metal_stack.png
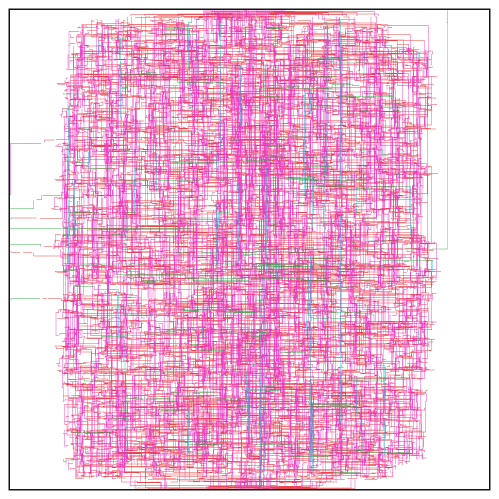
clock_map.png
The bar under the picture is 100 microns long.
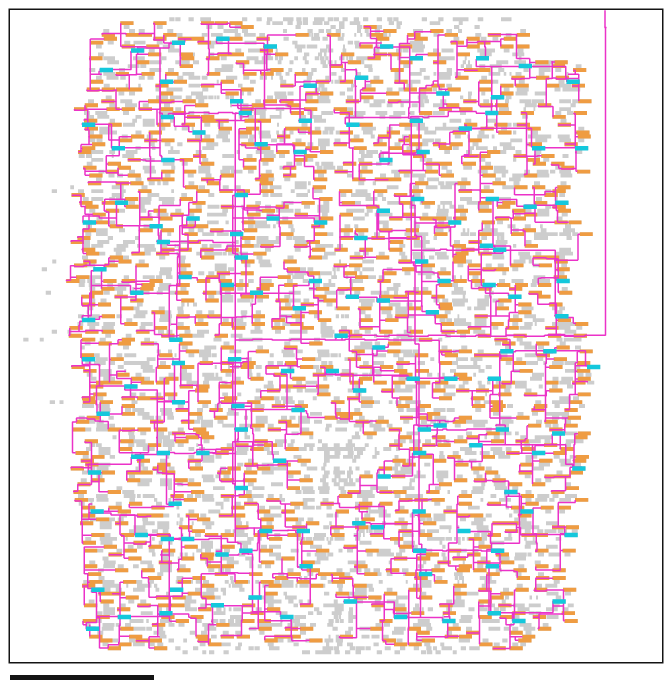
final_placement.png
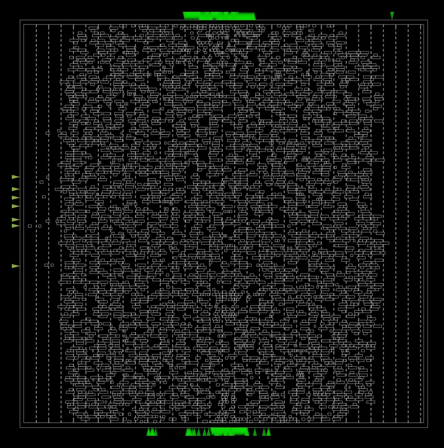
[config.mk]
export PLATFORM = sky130hd
export DESIGN_NAME = id_stage
export DESIGN_NICKNAME = d
export VERILOG_FILES = /design/src/rtl/rv_pkg.sv /design/src/rtl/rv_regfile.sv /design/src/rtl/id_stage.sv
export SDC_FILE = /design/constraint.sdc
export NUM_CORES = 2
export LEC_CHECK = 0
export ABC_AREA = 0
export CAP_MARGIN = 20
export CORE_MARGIN = 4
export CORE_UTILIZATION = 29
export CTS_CLUSTER_SIZE = 10
export DETAILED_ROUTE_END_ITERATION = 8
export MAX_ROUTING_LAYER = met4
export PLACE_DENSITY = 0.41
export SYNTH_ARGS = -nofsm -noshare
export SYNTH_HDL_FRONTEND = slang
export SYNTH_SLANG_ARGS = --single-unit
[constraint.sdc]
create_clock -name clk_i -period 32.8 [get_ports clk_i]
set_clock_uncertainty 0.05 [all_clocks]
set_input_delay 3.28 -clock clk_i [delete_from_list [all_inputs] [get_ports clk_i]]
set_output_delay 3.28 -clock clk_i [all_outputs]
set_load 0.01 [all_outputs]
[src/rtl/rv_pkg.sv]
// Shared RV32I decode constants, used by both the decode and execute stages.
package rv_pkg;

    localparam logic [6:0] OPC_RTYPE = 7'b0110011;
    localparam logic [6:0] OPC_ITYPE = 7'b0010011;

    localparam logic [6:0] F7_BASE = 7'b0000000;
    localparam logic [6:0] F7_ALT  = 7'b0100000;

    typedef enum logic [2:0] {
        ADD_SUB = 3'b000,
        SLL     = 3'b001,
        SLT     = 3'b010,
        SLTU    = 3'b011,
        XOR     = 3'b100,
        SRL_SRA = 3'b101,
        OR      = 3'b110,
        AND     = 3'b111
    } funct3_e;

    // Sign-extend the 12-bit I-type immediate held in instr[31:20].
    function automatic logic [31:0] imm_i(input logic [31:0] instr);
        return {{20{instr[31]}}, instr[31:20]};
    endfunction

endpackage

[src/rtl/rv_regfile.sv]
// 32x32 integer register file: two read ports, one write port,
// same-cycle write-to-read bypass, x0 hardwired to zero.
module rv_regfile (
    input  logic        clk,
    input  logic        rst,
    input  logic [4:0]  rs1_addr,
    output logic [31:0] rs1_data,
    input  logic [4:0]  rs2_addr,
    output logic [31:0] rs2_data,
    input  logic        we,
    input  logic [4:0]  waddr,
    input  logic [31:0] wdata
);

    logic [31:0] regs [32];

    // Register storage; x0 is never written so it stays at its reset value of 0.
    always_ff @(posedge clk or posedge rst) begin
        if (rst) begin
            for (int i = 0; i < 32; i++) begin
                regs[i] <= '0;
            end
        end else if (we && (waddr != 5'd0)) begin
            regs[waddr] <= wdata;
        end
    end

    // Read ports with bypass of a writeback landing on this same edge.
    always_comb begin
        rs1_data = regs[rs1_addr];
        if (rs1_addr == 5'd0) begin
            rs1_data = '0;
        end else if (we && (waddr == rs1_addr)) begin
            rs1_data = wdata;
        end

        rs2_data = regs[rs2_addr];
        if (rs2_addr == 5'd0) begin
            rs2_data = '0;
        end else if (we && (waddr == rs2_addr)) begin
            rs2_data = wdata;
        end
    end

endmodule

[src/rtl/id_stage.sv]
// Decode stage: accepts one instruction per cycle, reads operands from the
// register file and registers the ALU payload for the execute stage.
module id_stage
    import rv_pkg::*;
(
    input  logic        clk_i,
    input  logic        rst_i,
    input  logic        instr_valid_i,
    input  logic [31:0] instr_i,
    output logic        instr_ready_o,
    input  logic        flush_i,
    input  logic        wb_en_i,
    input  logic [4:0]  wb_addr_i,
    input  logic [31:0] wb_data_i,
    output logic        ex_valid_o,
    input  logic        ex_ready_i,
    output logic        op_type_o,
    output logic [31:0] rs1_data_o,
    output logic [31:0] operand2_o,
    output logic [2:0]  funct3_o,
    output logic [4:0]  shamt_o,
    output logic [4:0]  rd_addr_o,
    output logic        rd_we_o,
    output logic        illegal_o
);

    logic [6:0]  opcode;
    logic [4:0]  rd;
    logic [2:0]  funct3;
    logic [4:0]  rs1;
    logic [4:0]  rs2;
    logic [6:0]  funct7;
    funct3_e     f3;
    logic [31:0] rs1_data;
    logic [31:0] rs2_data;
    logic        legal;
    logic        op_type;
    logic [31:0] operand2;
    logic [4:0]  shamt;
    logic        accept;

    assign opcode = instr_i[6:0];
    assign rd     = instr_i[11:7];
    assign funct3 = instr_i[14:12];
    assign rs1    = instr_i[19:15];
    assign rs2    = instr_i[24:20];
    assign funct7 = instr_i[31:25];
    assign f3     = funct3_e'(funct3);

    assign instr_ready_o = !ex_valid_o || ex_ready_i || flush_i;
    assign accept        = instr_valid_i && instr_ready_o && !rst_i;

    rv_regfile u_regfile (
        .clk      (clk_i),
        .rst      (rst_i),
        .rs1_addr (rs1),
        .rs1_data (rs1_data),
        .rs2_addr (rs2),
        .rs2_data (rs2_data),
        .we       (wb_en_i),
        .waddr    (wb_addr_i),
        .wdata    (wb_data_i)
    );

    // Field decode and legality; non-ALU opcodes fall through with the I-type operand view.
    always_comb begin
        legal    = 1'b0;
        op_type  = 1'b0;
        operand2 = imm_i(instr_i);
        shamt    = instr_i[24:20];
        if (opcode == OPC_RTYPE) begin
            operand2 = rs2_data;
            shamt    = rs2_data[4:0];
            op_type  = instr_i[30];
            legal    = (funct7 == F7_BASE) ||
                       ((funct7 == F7_ALT) && ((f3 == ADD_SUB) || (f3 == SRL_SRA)));
        end else if (opcode == OPC_ITYPE) begin
            legal = 1'b1;
            case (f3)
                SLL:     legal = (funct7 == F7_BASE);
                SRL_SRA: begin
                    legal   = (funct7 == F7_BASE) || (funct7 == F7_ALT);
                    // Only shifts use instr[30]; immediates with bit 10 set must not subtract.
                    op_type = instr_i[30];
                end
                default: ;
            endcase
        end
    end

    // Payload register: load on accept, drop on consume or flush, else hold.
    always_ff @(posedge clk_i or posedge rst_i) begin
        if (rst_i) begin
            ex_valid_o <= 1'b0;
            op_type_o  <= 1'b0;
            rs1_data_o <= '0;
            operand2_o <= '0;
            funct3_o   <= '0;
            shamt_o    <= '0;
            rd_addr_o  <= '0;
            rd_we_o    <= 1'b0;
            illegal_o  <= 1'b0;
        end else if (accept && !flush_i) begin
            ex_valid_o <= 1'b1;
            op_type_o  <= op_type;
            rs1_data_o <= rs1_data;
            operand2_o <= operand2;
            funct3_o   <= funct3;
            shamt_o    <= shamt;
            rd_addr_o  <= rd;
            rd_we_o    <= legal && (rd != 5'd0);
            illegal_o  <= !legal;
        end else if (ex_ready_i || flush_i) begin
            ex_valid_o <= 1'b0;
        end
    end

endmodule

==> results.py <==
# Auto-generated metrics
metrics = {
    "status": {
        "status": "complete, no violations",
    },
    "logic_synthesis": {
        "yosys_area_sq_um": 57600,
        "syn_area_per_cell_sq_um": 15.5,
        "ys_warn_count": 0,
        "yosysCellCount": 3723,
        "synth.distinct_cells": 47,
        "synth_async_sr_flop_share": 1.00,
        "top_area_cell": "dfrtp_1",
        "common_cells": "dfrtp_1, mux2_2, mux4_2",
        "synthCells": 3723,
    },
    "setup_path": {
        "cp_max_fo": 2,
        "crit_start": "ex_ready_i",
        "crit_path_frequent_cell": "clkdlybuf4s50_1",
        "crit_buf_inv": 2,
        "regToRegSetupSlack_ns": 30.00,
        "crit_required_ns": 29.47,
        "cp_slowest_cell": "clkdlybuf4s50_1",
        "critical_path_class": "in2out",
        "ff2ff_path_depth": 6,
        "cp_num_cells": 4,
        "timing.rr.start": "ex_valid_o",
        "r2r_end": "rd_we_o",
        "cp-start-kind": "primary input",
        "endpoint": "instr_ready_o",
        "worstPathCellList": "clkdlybuf4s50_1, nor2b_1, nand2b_1, clkdlybuf4s50_1",
    },
    "worst_hold_path": {
        "worstHoldStart": "u_regfile.regs[1023]",
        "hold_path_depth": 0,
        "min_to": "u_regfile.regs[1023]",
        "hp-class": "reg2reg",
    },
    "clock_network": {
        "cts_tree": "yes",
        "cts_resized": 0,
        "numCtsBuffers": 140,
        "post_cts_buffers": 0,
    },
    "drt": {
        "route.met3.wl_mm": 6.67,
        "dr_total_vias": 35000,
        "wl_met1_mm": 94.1,
        "avgRoutedWirePerCell_microns": 32.7,
        "wirelength_mm": 210,
        "vias_per_cell": 5.44,
    },
    "power_and_ir_drop": {
        "comb_power_share": 0.200,
        "intPower_w": 0.00302,
        "fin_total_pwr_w": 0.00414,
        "comb_power_w": 0.000827,
        "sw_frac_of_total": 0.271,
        "pg_seq_w": 0.00181,
        "p_per_area_nw_per_um2": 62.5,
    },
    "global_route": {
        "grt_pass1_wl_mm": 301,
        "grt_usage": 0.211,
        "grtUsageMet1": 0.281,
    },
    "floorplanning": {
        "rows": 163,
        "initial_core_util": 0.292,
        "core-area_sq_um": 197000,
        "die_y_microns": 454,
        "io_pins": 157,
    },
    "cells_and_area": {
        "mi_logic_area_sq_um": 28400,
        "layout.cells.most_common": "dfrtp_1",
        "n_clock_buffer": 216,
        "layout.nonclk_buf_frac": 0.0391,
    },
    "final_timing": {
        "finalWorstSetupSlack_ns": 24.87,
        "fmax_ghz": 0.126,
        "hold_viol_final": 0,
    },
    "place": {
        "pre_cts_ws_ns": 24.89,
        "globalplace.congestion": 0.732,
    },
}
-- metal_stack.png (at the start) --
- met3: green (wire length 6670 microns)
- met2: magenta (wire length 104 mm)
- met4: cyan (wire length 5700 microns)
- met1: red (wire length 94.1 mm)

-- clock_map.png (at the start) --
- clock wires: magenta (length 17600 microns)
- cells driving clock nets: cyan (count 140)
- flip-flops: orange (count 1100)
- flops lie: all over the die
- routed clock nets: 141
Clock Power Share: 0.363
Clk power: 0.00150 W
clk_lat worst skew: 0.77 ns

-- final_placement.png (at the start) --
fin util: 0.335
filler instances: 19300
tap cells: 2640
final std cells w/o fill: 6439

kinds of logic after synthesis:
| logic type | count (synthesis) | synth area share |
|---|---|---|
| buffers and inverters | 432 | 0.0351 |
| AND/OR/NAND/NOR | 267 | 0.0215 |
| AND-OR/OR-AND | 250 | 0.0284 |
| flip-flops | 1100 | 0.478 |
| XOR/XNOR | 10 | 0.00152 |
| multiplexers | 1664 | 0.436 |
registers in the layout, indices dropped and copies added, names as in the netlist:
name and count:
op_type_o 1, illegal_o 1, ex_valid_o 1, funct3_o 3
u_regfile.regs 1024, operand2_o 32, rd_addr_o 5, rd_we_o 1
rs1_data_o 32
Power is estimated from default activity; no workload was simulated.
